## src/rtl/pmem_arbiter.sv

```systemverilog
// rtl/pmem_arbiter.sv - round-robin arbiter sharing one physical memory port among I-cache, D-cache and victim cache
module pmem_arbiter #(
    parameter int width = 256
) (
    input  logic             clk,
    input  logic             rst,

    input  logic             icache_read,
    input  logic [31:0]      icache_address,
    output logic [width-1:0] icache_rdata,
    output logic             icache_resp,

    input  logic             dcache_read,
    input  logic             dcache_write,
    input  logic [31:0]      dcache_address,
    input  logic [width-1:0] dcache_wdata,
    output logic [width-1:0] dcache_rdata,
    output logic             dcache_resp,

    input  logic             vc_write,
    input  logic [31:0]      vc_address,
    input  logic [width-1:0] vc_wdata,
    output logic             vc_resp,

    output logic             pmem_read,
    output logic             pmem_write,
    output logic [31:0]      pmem_address,
    output logic [width-1:0] pmem_wdata,
    input  logic [width-1:0] pmem_rdata,
    input  logic             pmem_resp
);

    typedef enum logic {
        IDLE = 1'b0,
        BUSY = 1'b1
    } state_t;

    localparam logic [1:0]  ID_IC     = 2'd0;
    localparam logic [1:0]  ID_DC     = 2'd1;
    localparam logic [1:0]  ID_VC     = 2'd2;
    localparam logic [31:0] LINE_MASK = 32'hFFFF_FFE0;

    state_t             state_q, state_d;
    logic [1:0]         last_grant_q, last_grant_d;
    logic [1:0]         id_q, id_d;
    logic               wr_q, wr_d;
    logic [31:0]        addr_q, addr_d;
    logic [width-1:0]   wdata_q, wdata_d;

    logic [3:0]         pend;
    logic [1:0]         ord0, ord1, ord2;
    logic [1:0]         win_id, grant_id;
    logic               win_valid, win_is_read, hazard;
    logic [31:0]        win_addr;
    logic               active, done;

    // Round-robin pick starting after last_grant, with a write-back override when a read would hit a dirty victim line
    always_comb begin
        pend = {1'b0, vc_write, dcache_read | dcache_write, icache_read};
        case (last_grant_q)
            ID_DC: begin
                ord0 = ID_VC;
                ord1 = ID_IC;
                ord2 = ID_DC;
            end
            ID_VC: begin
                ord0 = ID_IC;
                ord1 = ID_DC;
                ord2 = ID_VC;
            end
            default: begin
                ord0 = ID_DC;
                ord1 = ID_VC;
                ord2 = ID_IC;
            end
        endcase
        win_valid = |pend[2:0];
        win_id    = ord2;
        if (pend[ord1]) win_id = ord1;
        if (pend[ord0]) win_id = ord0;
        case (win_id)
            ID_IC:   win_addr = icache_address;
            ID_DC:   win_addr = dcache_address;
            default: win_addr = vc_address;
        endcase
        win_is_read = (win_id == ID_IC) || ((win_id == ID_DC) && !dcache_write);
        hazard      = win_valid && win_is_read && vc_write &&
                      (vc_address[31:5] == win_addr[31:5]);
        grant_id    = hazard ? ID_VC : win_id;
    end

    // Next-state, transaction latch and output decode; everything is silenced while rst is high
    always_comb begin
        state_d      = state_q;
        last_grant_d = last_grant_q;
        id_d         = id_q;
        wr_d         = wr_q;
        addr_d       = addr_q;
        wdata_d      = wdata_q;
        case (state_q)
            IDLE: begin
                if (win_valid) begin
                    state_d      = BUSY;
                    last_grant_d = grant_id;
                    id_d         = grant_id;
                    case (grant_id)
                        ID_IC: begin
                            wr_d    = 1'b0;
                            addr_d  = icache_address & LINE_MASK;
                            wdata_d = '0;
                        end
                        ID_DC: begin
                            wr_d    = dcache_write;
                            addr_d  = dcache_address & LINE_MASK;
                            wdata_d = dcache_wdata;
                        end
                        default: begin
                            wr_d    = 1'b1;
                            addr_d  = vc_address & LINE_MASK;
                            wdata_d = vc_wdata;
                        end
                    endcase
                end
            end
            BUSY: begin
                if (pmem_resp) state_d = IDLE;
            end
            default: state_d = IDLE;
        endcase

        active       = (state_q == BUSY) && !rst;
        done         = active && pmem_resp;
        pmem_read    = active && !wr_q;
        pmem_write   = active && wr_q;
        pmem_address = active ? addr_q : 32'd0;
        pmem_wdata   = (active && wr_q) ? wdata_q : '0;
        icache_resp  = done && (id_q == ID_IC);
        dcache_resp  = done && (id_q == ID_DC);
        vc_resp      = done && (id_q == ID_VC);
        icache_rdata = (icache_resp && !wr_q) ? pmem_rdata : '0;
        dcache_rdata = (dcache_resp && !wr_q) ? pmem_rdata : '0;
    end

    // State and latched-transaction registers
    always_ff @(posedge clk) begin
        if (rst) begin
            state_q      <= IDLE;
            last_grant_q <= ID_IC;
            id_q         <= ID_IC;
            wr_q         <= 1'b0;
            addr_q       <= 32'd0;
            wdata_q      <= '0;
        end else begin
            state_q      <= state_d;
            last_grant_q <= last_grant_d;
            id_q         <= id_d;
            wr_q         <= wr_d;
            addr_q       <= addr_d;
            wdata_q      <= wdata_d;
        end
    end

endmodule

```

## config.mk

```make
export PLATFORM = sky130hd
export DESIGN_NAME = pmem_arbiter
export DESIGN_NICKNAME = d
export VERILOG_FILES = /design/src/rtl/pmem_arbiter.sv
export SDC_FILE = /design/constraint.sdc
export NUM_CORES = 1
export LEC_CHECK = 0
export CAP_MARGIN = 20
export CELL_PAD_IN_SITES_DETAIL_PLACEMENT = 0
export CELL_PAD_IN_SITES_GLOBAL_PLACEMENT = 1
export CORE_AREA = 2 2 660 662
export CTS_CLUSTER_SIZE = 24
export DETAILED_ROUTE_END_ITERATION = 7
export DIE_AREA = 0 0 662 664
export PLACE_DENSITY_LB_ADDON = 0.12
export SKIP_CTS_REPAIR_TIMING = 1
export SKIP_LAST_GASP = 1
export SYNTH_ARGS = -nofsm -noshare
export SYNTH_HDL_FRONTEND = slang
export SYNTH_SLANG_ARGS = --single-unit
```

## constraint.sdc

```tcl
create_clock -name clk -period 7.4 [get_ports clk]
set_input_delay 0.74 -clock clk [delete_from_list [all_inputs] [get_ports clk]]
set_output_delay 0.74 -clock clk [all_outputs]
set_load 0.01 [all_outputs]
```

==> GITHUB_STEP_SUMMARY <==
### Flow metrics

| Metric | Value |
|---|---|
| MaxCap Viol Count | 0 |
| Clock tree buffer depth | 3 |
| H-tree depth | 2 |
| Outcome | finished clean |
| Total CTS buffers | 51 |
| Most instantiated cells after synthesis | and2_1, dfxtp_1, a221o_1, and3_1, clkbuf_1 |
| Mapped Avg Cell Area | roughly 8.5 µm² |
| Met2 wire length | 151000 µm |
| Die height | 664 µm |
| Synth area leaders | dfxtp_1, and2_1, a221o_1 |
| Placed cell count | about 9400 |
| Met3 routed wirelength | 20200 µm |
| Post-Synth AOI/OAI Area | 21.3% |
| CP startpoint kind | primary input |
| HP Class | flop to flop |
| CTS Sinks | 287 |
| # port buffers | roughly 1700 |
| Hold depth | 2 |
| Netlist cell types | approximately 60 |
| WP data required | ~6700 ps |
| First-pass DRT Iterations | 5 |
| Critical path startpoint | rst |
| Worst hold start | addr_q[30] |
| Worst-path clk slew | ~50 ps |
| R2r endpoint | wdata_q[247] |
| Row cnt | ~240 |
| Critical path arrival | 4720 ps |
| Dominant cell by count in the synthesized netlist | and2_1 |
| Initial antenna violation count | 301 |
| TNS Setup | 0 ps |
| Hold WS | 454 ps |
| Grt met2 use | between 20% and 30% |
| Root Buffer | clkbuf_16 |
| Mux area share | 0.193% |
| Clk latency late pin | roughly 730 ps |
| Yosys top cell by area | dfxtp_1 |
| Fraction of registers with async set/reset | 0% |
| CTS tree | built |
| HPWL after detailed placement | ~250000 µm |
| Final Util | 9.98% |
| Final Hold Vio Count | 0 |
| Via density | 2.63 |
| Area Overhead vs Synth | 138% |
| DP Worst Slack | 1830 ps |
| Worst rel slew slack | 25.5% |
| Post-synth seq share | between 30% and 40% |
| Slew @ Worst Pin | 1120 ps |
| Synthesis area per yosys | 18100 µm² |
| Grt total ovfl | 0 |
| Commonest flop | dfxtp_1 |
| Simple Share, Synth | 38.9% |
| LEAKAGE | 0.0151 µW |
| CP Class | primary input to output pin |
| Overall Global Routing Usage | 12.7% |
| Xor/xnor share | 0.435% |
| Yosys adder share | 0.207% |
| Worst reg-to-reg path cell count | 13 |
| Peak supply drop | around 0.00017 V |
| Critical path peak fanout | 61 |
| Final setup violating endpoints | 0 |
| Comb area | 11200 µm² |
| Fraction of layout cells with a size suffix above 1 | 4.07% |
| FP Core Util | 4.19% |
| Most frequent cells in the layout | clkdlybuf4s50_1, and2_1, dfxtp_1 |
| Largest net degree at the start of global routing | 142 |
| Fin crit share | 73.8% |
| Synth warn | 0 |
| R2r setup slk | 2790 ps |
| P per Cell Area | roughly 150 nW/µm² |
| Top logic family | simple AND/OR/NAND/NOR gates |
| Final Critical Period | 5460 ps |
| Vias in the first global route | roughly 25000 |
| Max-slew violations | 0 |
| Initial DRC count | 1500 |
| Met1 wire length | 113000 µm |
| RSZ-0062 raised after global routing | false |
| Commonest Layout Cell | clkdlybuf4s50_1 |
| Worst setup EP type | output pin |
| Tool warning count | 55 |
| Die X | 662 µm |
| Fin area | 43200 µm² |
| Total Power | between 6000 and 7000 µW |
| Number of remaining DRC errors | 0 |
| Met3 usage | 3.74% |
| Max Clock Skew | roughly 47 ps |
| # Cells Yosys | 2144 |
| Post-Syn Instances | 2144 |
| Vias | ~25000 |
| Post-Syn Area | 18100 µm² |
| First-pass GRT wire length | roughly 350000 µm |
| GPL Wtd Cong | 0.867 |
| Nets | between 4000 and 5000 |
| Post-route ant nets | 0 |
| Reg2reg start | id_q[0] |
| CP endpoint | icache_rdata[4] |
| Die area | around 440000 µm² |
| Count of library flops with an enable pin | 0 |
| Worst hold endpoint | addr_q[30] |
| Detailed Route WL | 292000 µm |
| Dpl cell area | 41300 µm² |
| Max-area cell share | 31.7% |
| Max Fclk | 183 MHz |
| Post-synthesis sequential element count | between 200 and 300 |
| Routing usage on met1 | about 14% |
| Final setup margin | roughly 1900 ps |
| Drt wl/cell | 30.6 µm |
| IO Count | approximately 1700 |
| Top sig layer | met5 |
| Global routing's busiest layer | met2 |
layout make-up:
class	count	share of cell area (%)
flip-flops and latches	287	13.3
repair buffers	1707	39.6
diodes	72	0.417
inverters	26	0.226
clock buffers	76	3.50
well taps	5734	16.6
multi-input cells	1602	25.8
clock inverters	16	0.487
critical path: stages:
cell             delay [ps]
clkdlybuf4s50_1         560
nor2b_4                 570
and3_1                  470
nor2b_4                 740
buf_4                   650
and2_1                  220
clkdlybuf4s50_1         670
sequential cells by signal (all words and copies together) (netlist names):
name / flops
wr_q: 1
addr_q: 27
id_q: 2
state_q: 1
wdata_q: 256
power by group:
part           internal [µW]  switching (µW)
Clock                   1480            1120
Sequential              1770             120
Combinational            861             941
Total                   4110            2180
### Close-up of the layout

Scale bar: 20 µm. Region (140, 141) to (190, 191) µm. Cells in gray, sequential cells in the stronger gray; small squares are vias.
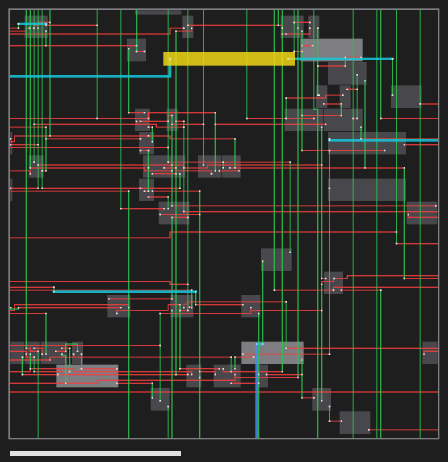
Key: blue = met4; green = met2; red = met1; yellow = met5; cyan = met3
Netlist names of flops here include addr_q (2), id_q (1). 42 logic cells have their middle in the window. Sequential cells in the window: 3. Most frequent: nor2_1 (6), clkdlybuf4s50_1 (5), o21ai_0 (4).

### Wire density map

Scale bar: 200 µm. The die is cut into 33 by 33 equal tiles; black is low, pale yellow is high, scaled to the fullest tile. Values are wire area over tile area, all layers added.
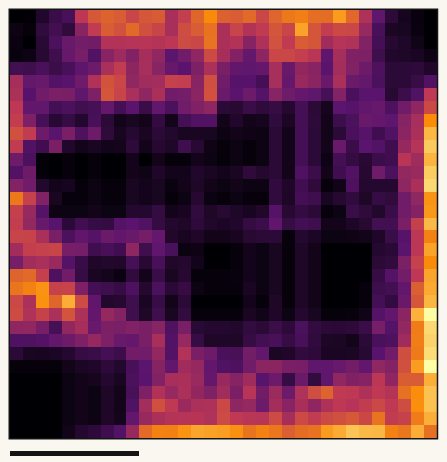
The mean over all tiles is 0.11. The densest ninth of the die: bottom right. 11% of the tiles are nearly empty. The fullest tile reaches 0.41.

### Cell outlines without signal wires

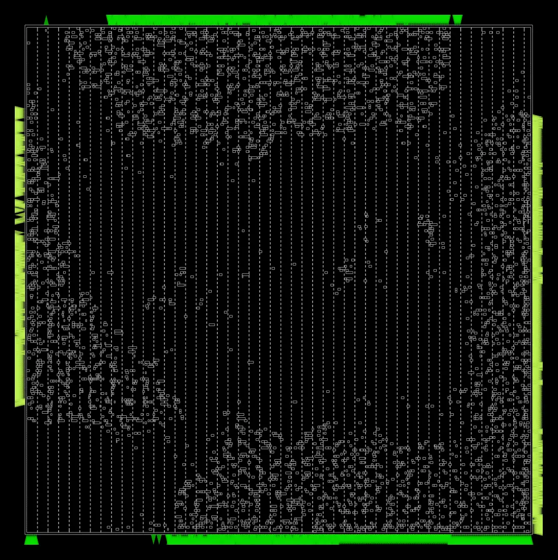
flop count: 287
Finished Layout Cells: 9520
core area: 433000 µm²
Fill cells: 50064

### Sequential cells colored by netlist name

Other sequential cells in the stronger gray, the rest of the logic in the fainter gray.
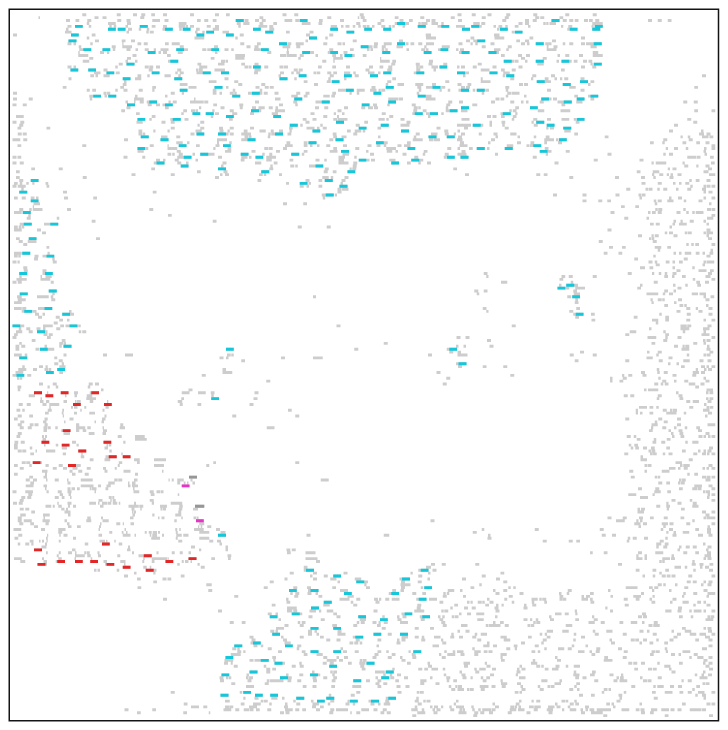
Key: magenta = id_q [sequential cells 2]; red = addr_q [sequential cells 27]; cyan = wdata_q [sequential cells 256, where widely spread]
FF/Latch Area: 5750 µm²
fraction of area in registers: 13.3%

Power is estimated from default activity; no workload was simulated.
